Design alu_issue_stage, sky130hd; sources not shown.
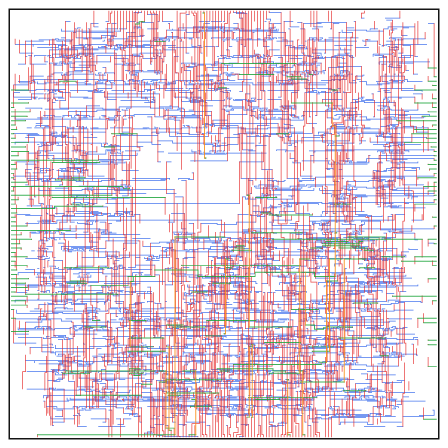
(run_1/wires.png)
legend:
  blue:
    layer: metal 1
    wire_length: 10400 um
  red:
    layer: metal 2
    wire_length: 11800 um
  green:
    layer: metal 3
    wire_length: 1440 um
  orange:
    layer: metal 4
    wire_length: 532 um
total number of vias: 8773
overall routing resource usage: 27.21%
WL final: 24160 um
Avg WL per Cell: 14.03 um

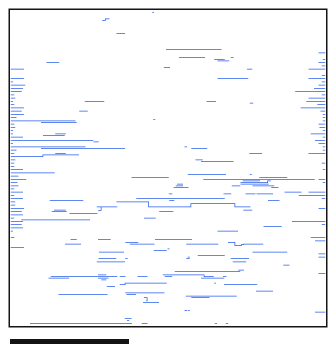
(run_1/layer_met3.png)
The bar under the picture is 50 um long.
nets with wire on the layer: 171
share of all routed wire: 5.9%
main direction: horizontal
grt met3 use: 5.134%

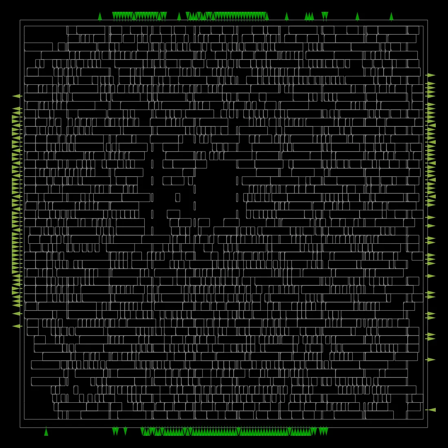
(run_1/placement.png)
number of fillers in the final layout: 1280
row count: 47

==> GITHUB_STEP_SUMMARY, run 1 <==
### Metrics collected by this job

| Metric | Value |
|---|---|
| Outcome | complete, no violations |
| Most instantiated library cell after synthesis | sky130_fd_sc_hd__nand2_1 |
| Syn avg cell area | 7.002 um^2 |
| Total overflow reported by the global router | 0 |
| Layout cells sized above 1 | 10.86% |
| Crit start category | flip-flop |
| Post-DP Area | 11600 um^2 |
| Sum of net half-perimeters after detailed placement | 16130 um |
| Power density over cell area | 916.6 nW/um^2 |
| Hold-fix buffer count after cts | 1 |
| Crit. End Element | output pin |
| Endpoints failing hold | 0 |
| Required @ worst endpoint | 1.47 ns |
| Number of global-route vias before repair | 8039 |
| Largest area contributor in the synthesized netlist | sky130_fd_sc_hd__dfrtp_1 |
| Buf+Inv Stages, Crit Path | 1 |
| Ratio of routed vias to standard cells | 5.095 |
| Synthesized Nets | 1374 |
| Class of the most critical hold timing path | primary input to asynchronous set/reset pin |
| Worst hold slack | 0.1362 ns |
| Die outline height | 132.5 um |
| Max Transition Viols Final | 0 |
| Total number of clock tree sinks | 167 |
| Weighted congestion at the end of routability-driven global placement | 0.9592 |
| Clock tree from TritonCTS | done |
| Worst setup slack for register-to-register paths | 0.26 ns |
| Number of violations reported at the end of detailed-routing iteration 0 | 562 |
| Pre-CTS WS | -0.4396 ns |
| Total power consumption of the routed design | 0.01128 W |
| Most area-consuming cells after synthesis | sky130_fd_sc_hd__dfrtp_1 (48%), sky130_fd_sc_hd__nand2_1 (25%), sky130_fd_sc_hd__nor2_1 (7.2%), sky130_fd_sc_hd__nand3_1 (5.5%), sky130_fd_sc_hd__o21ai_1 (2.8%) |
| Post-synth EDFFs | 0 |
| Initial cell density of the core | 52.40% |
| Slew at the pin closest to its max-slew limit | 0.6418 ns |
| Residual DRC count | 0 |
| CTS root buffer | sky130_fd_sc_hd__clkbuf_8 |
| Prevailing post-synth register cell | sky130_fd_sc_hd__dfrtp_1 |
| Proportion of netlist area held by the largest area contributor | 47.80% |
| Yosys warning total | 0 |
| IO Port Bufs | 223 |
| Category of the most critical setup path | flip-flop to output pin |
| Antenna violations before repair | 1 |
| Post-CTS Repair Setup Buffers | 0 |
| Die W | 132.5 um |
| Largest net degree at the start of global routing | 142 |
| Clk pin slew, worst setup/hold paths | 0.09 ns |
| Chip area | 17560 um^2 |
| Post-CTS resize count | 1 |
| Leak Pwr | 6.624 nW |
| GRT met1 Usage | 36.29% |
| Post-Route M1 WL | 10390 um |
| Worst-case headroom to the max-slew limit | 57.22% |
| Number of top-level pins | 224 |
| Amount of wire on met3 after detailed routing | 1436 um |
| Max Used Layer | met4 |
| Max Buffers Root-to-Sink | 2 |
| Number of cells in the yosys synthesis report | 1241 |
| Busiest metal layer after global routing | met2 |
| Worst-case vdd ir drop | 0.0007353 V |
| Worst Slack Setup Final | 0.05860 ns |
| Min cycle time layout | 1.971 ns |
| Iteration tally of the first detailed-router pass | 5 |
| Cell types with the highest counts after synthesis | sky130_fd_sc_hd__nand2_1 (579), sky130_fd_sc_hd__dfrtp_1 (166), sky130_fd_sc_hd__nor2_1 (166), sky130_fd_sc_hd__nand3_1 (95), sky130_fd_sc_hd__clkbuf_1 (51) |
| Met2 wire length | 11800 um |
| Async SR Flop Fraction | 100.0% |
| Largest incremental delay on the critical path | 0.53 ns |
| Number of nets in the final layout | 1621 |
| Max-cap viol count | 0 |
| Wire length of the first global-routing pass | 38340 um |
| Unique masters post-synth | 29 |
| Inserted Clock Buffers | 17 |
| Cell count of the worst reg-to-reg path | 9 |
| Finish-stage setup viols | 0 |
| Stage-log warning count | 30 |
| Arr. time, crit path | 1.42 ns |
| Chip area estimate from yosys synthesis | 8690 um^2 |
| Number of nets still failing antenna checks after routing | 0 |
| Final design area excluding fillers | 12310 um^2 |
| Cell count after synthesis | 1241 |
| Max Fclk | 507.3 MHz |
| Stages on worst setup path | 1 |
## run 1: cells in the final DEF, fill, tap and decap left out, drive strengths merged, types with 4 or more instances in the layout
cell type | netlist | routed
xor2 | 8 | 8
nor2 | 174 | 174
clkdlybuf4s50 | 0 | 211
nand2 | 594 | 594
o21ai | 74 | 74
clkbuf | 51 | 22
buf | 23 | 77
inv | 26 | 29
clkinv | 1 | 5
dlymetal6s2s | 0 | 10
xnor2 | 7 | 7
nand3 | 98 | 98
bufinv | 0 | 4
dfrtp | 166 | 166
a21oi | 6 | 6
a31oi | 5 | 5
nor3 | 4 | 4
## run 1: final cells by class
type / instances / area (um^2) / share of cell area [%]
Sequential cell: 167 / 4183 / 33.99
Antenna cell: 1 / 2.502 / 0.02034
Tap cell: 220 / 275.3 / 2.237
Inverter: 27 / 106.4 / 0.8643
Multi-Input combinational cell: 973 / 4155 / 33.77
Clock inverter: 12 / 188.9 / 1.535
Timing Repair Buffer: 302 / 3119 / 25.35
Clock buffer: 20 / 275.3 / 2.237
## run 1: through the flow
stage	std cells	utilization [%]	setup TNS [ns]
floorplan	1241	-	0
CTS	1710	72.78	0
global route	1722	74.20	-0.2096
finish	1722	74.20	0
detailed placement	1677	69.93	-50.84
global placement	1677	69.93	-43.94
## run 1: power breakdown
part | total (W) | leakage [nW] | switching (W) | internal (W)
logic | 0.00400 | 4.13 | 0.00191 | 0.00209
registers | 0.00455 | 2.26 | 0.000464 | 0.00408
clock network | 0.00273 | 0.231 | 0.00127 | 0.00146
## run 1: cell families after synthesis
group,synth area share (%)
and+or+nand+nor,40.30
xor gates and xnor gates,1.512
AOI/OAI and AO/OA,5.040
DFF,48.11
buffers and inverters,4.895
adders and majority gates,0.1440
## Run 2: what changed since run 1
CAP_MARGIN = 15   (was default)
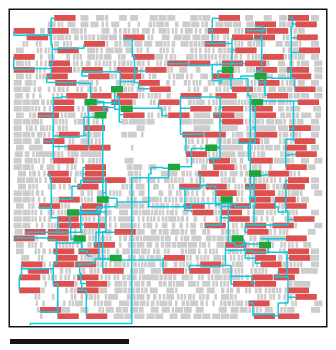
(run_2/clk_routes.png)
The bar under the picture is 50 um long.
legend:
  green:
    item: clock drivers
    count: 17
  red:
    item: flip-flops
    count: 167
  cyan:
    item: clock wires
    length: 1960 um
flops lie: spread over the die
routed clock nets: 18
total clock network power: 0.00273 W
Clock power frac: 24.2%
Late-Pin Clk Latency: 0.46 ns

==> GITHUB_STEP_SUMMARY, run 2 <==
### Metrics collected by this job

| Metric | Value |
|---|---|
| Crit. End Element | output pin |
| Outcome | complete, no violations |
| Largest incremental delay on the critical path | 0.53 ns (about the same) |
| Commonest non-fill, non-tap cell in the layout | sky130_fd_sc_hd__nand2_1 |
| Largest net degree at the start of global routing | 142 (unchanged) |
| Async SR Flop Fraction | 100.0% (unchanged) |
| Ratio of routed vias to standard cells | 5.095 (unchanged) |
| Endpoints failing hold | 0 (unchanged) |
| Class of the most critical hold timing path | primary input to asynchronous set/reset pin |
| Die W | 132.5 um (unchanged) |
| Cell types with the highest counts after synthesis | sky130_fd_sc_hd__nand2_1 (579), sky130_fd_sc_hd__dfrtp_1 (166), sky130_fd_sc_hd__nor2_1 (166), sky130_fd_sc_hd__nand3_1 (95), sky130_fd_sc_hd__clkbuf_1 (51) |
| Number of fillers in the final layout | 1280 (unchanged) |
| Residual DRC count | 0 (unchanged) |
| Stage-log warning count | 30 (unchanged) |
| Iteration tally of the first detailed-router pass | 5 (unchanged) |
| Total number of vias | 8773 (unchanged) |
| Max Buffers Root-to-Sink | 2 (unchanged) |
| Finish-stage setup viols | 0 (unchanged) |
| Chip area | 17560 um^2 (unchanged) |
| Max Fclk | 507.3 MHz (unchanged) |
| Initial cell density of the core | 52.40% (unchanged) |
| Post-DP Area | 11600 um^2 (unchanged) |
| IO Port Bufs | 223 (unchanged) |
| Cell count after synthesis | 1241 (unchanged) |
| Post-synth EDFFs | 0 (unchanged) |
| Max Transition Viols Final | 0 (unchanged) |
| WL final | 24160 um (unchanged) |
| Prevailing post-synth register cell | sky130_fd_sc_hd__dfrtp_1 |
| Cell count of the worst reg-to-reg path | 9 (unchanged) |
| Final Core Density | 74.20% (unchanged) |
| Final design area excluding fillers | 12310 um^2 (unchanged) |
| CTS root buffer | sky130_fd_sc_hd__clkbuf_8 |
| Weighted congestion at the end of routability-driven global placement | 0.9592 (unchanged) |
| Sum of net half-perimeters after detailed placement | 16130 um (unchanged) |
| Die outline height | 132.5 um (unchanged) |
| Category of the most critical setup path | flip-flop to output pin |
| Unique masters post-synth | 29 (unchanged) |
| Number of global-route vias before repair | 8039 (unchanged) |
| Synthesized Nets | 1374 (unchanged) |
| Chip area estimate from yosys synthesis | 8690 um^2 (unchanged) |
| Total area of sequential cells | 4183 um^2 (unchanged) |
| Clock tree from TritonCTS | done |
| Clk pin slew, worst setup/hold paths | 0.09 ns (about the same) |
| Avg WL per Cell | 14.03 um (unchanged) |
| Total overflow reported by the global router | 0 (unchanged) |
| Largest area contributor in the synthesized netlist | sky130_fd_sc_hd__dfrtp_1 |
| Worst-case vdd ir drop | 0.0007353 V (unchanged) |
| Number of nets still failing antenna checks after routing | 0 (unchanged) |
| Leak Pwr | 6.624 nW (unchanged) |
| Worst-case headroom to the max-slew limit | 57.22% (unchanged) |
| Max-cap viol count | 0 (unchanged) |
| Worst Slack Setup Final | 0.05860 ns (unchanged) |
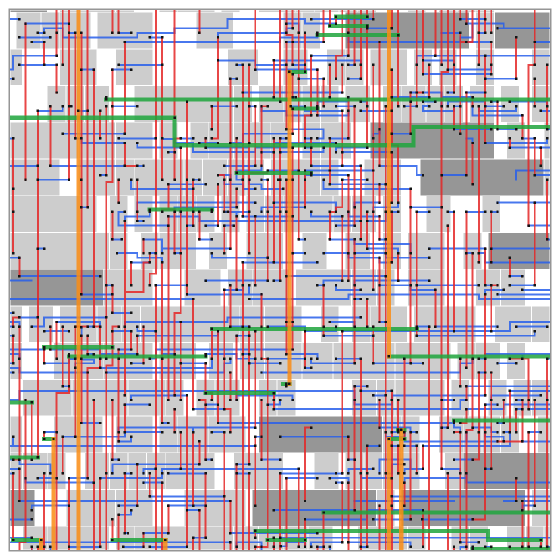
(run_2/detail.png)
Window x 46 to 86, y 20 to 60 um. Cells in gray, sequential cells in the stronger gray; small squares are vias.
legend:
  orange:
    layer: metal 4
  red:
    layer: metal 2
  green:
    layer: metal 3
  blue:
    layer: metal 1
cells with their middle in the window: 191
sequential cells in the window: 8
most frequent: nand2_1 (63), nand3_1 (24), buf_4 (24)

## run 2: cell counts in the layout (fill, tap and decap cells not counted)
Identical to the previous run, type by type.
## run 2: repair_timing
item                       in CTS  in global routing
hold endpoints to repair      166                  0
pin swaps                       0                 10
gates cloned                    0                  5
gates resized                   1                 33
setup endpoints to repair       1                133
setup buffers                   0                  6
hold buffers                    1                  0
## run 2: power by group
| group | internal, W | switching (W) |
|---|---|---|
| sequential | 0.00408 | 0.000464 |
| combinational | 0.00209 | 0.00191 |
| clock | 0.00146 | 0.00127 |
## run 2: kinds of logic (layout without fill, tap and decap cells)
kind of cell | after synthesis | in the layout | share of synthesized area (%)
simple gates | 871 | 871 | 40.30
flops | 167 | 167 | 48.11
buf+inv | 101 | 361 | 4.895
compound gates | 86 | 86 | 5.040
xor+xnor | 15 | 15 | 1.512
fa+ha+maj | 1 | 1 | 0.1440
other cells | 0 | 1 | 0
## run 2: per-layer routing
metal  global-route usage (%)  vias to the layer above  routed length (um)
met3                    5.134                       38                1436
li1                         -                     4347                   -
met5                        0                        -                   0
met4                    10.09                        0                 532
met2                    44.27                      310               11800
met1                    36.29                     4078               10390
## run 2: cell type report
| cell class | count | share of cell area (%) |
|---|---|---|
| sequential | 167 | 33.99 |
| antenna | 1 | 0.02034 |
| multi-input combinational | 973 | 33.77 |
| inverter | 27 | 0.8643 |
| tap | 220 | 2.237 |
| clock inverter | 12 | 1.535 |
| clock buffer | 20 | 2.237 |
| timing repair buffer | 302 | 25.35 |
## run 2: metrics by stage
stage	cells	hold slack [ns]	total power [W]
after detailed placement	1677	0.05644	0.008544
after CTS	1710	0.1263	0.01129
after global placement	1677	0.05528	0.008465
after floorplan	1241	-0.03959	0.006260
after global routing	1722	0.1332	0.01193
final	1722	0.1362	0.01128
No activity file was given, so power comes from the tool's default toggle rates.
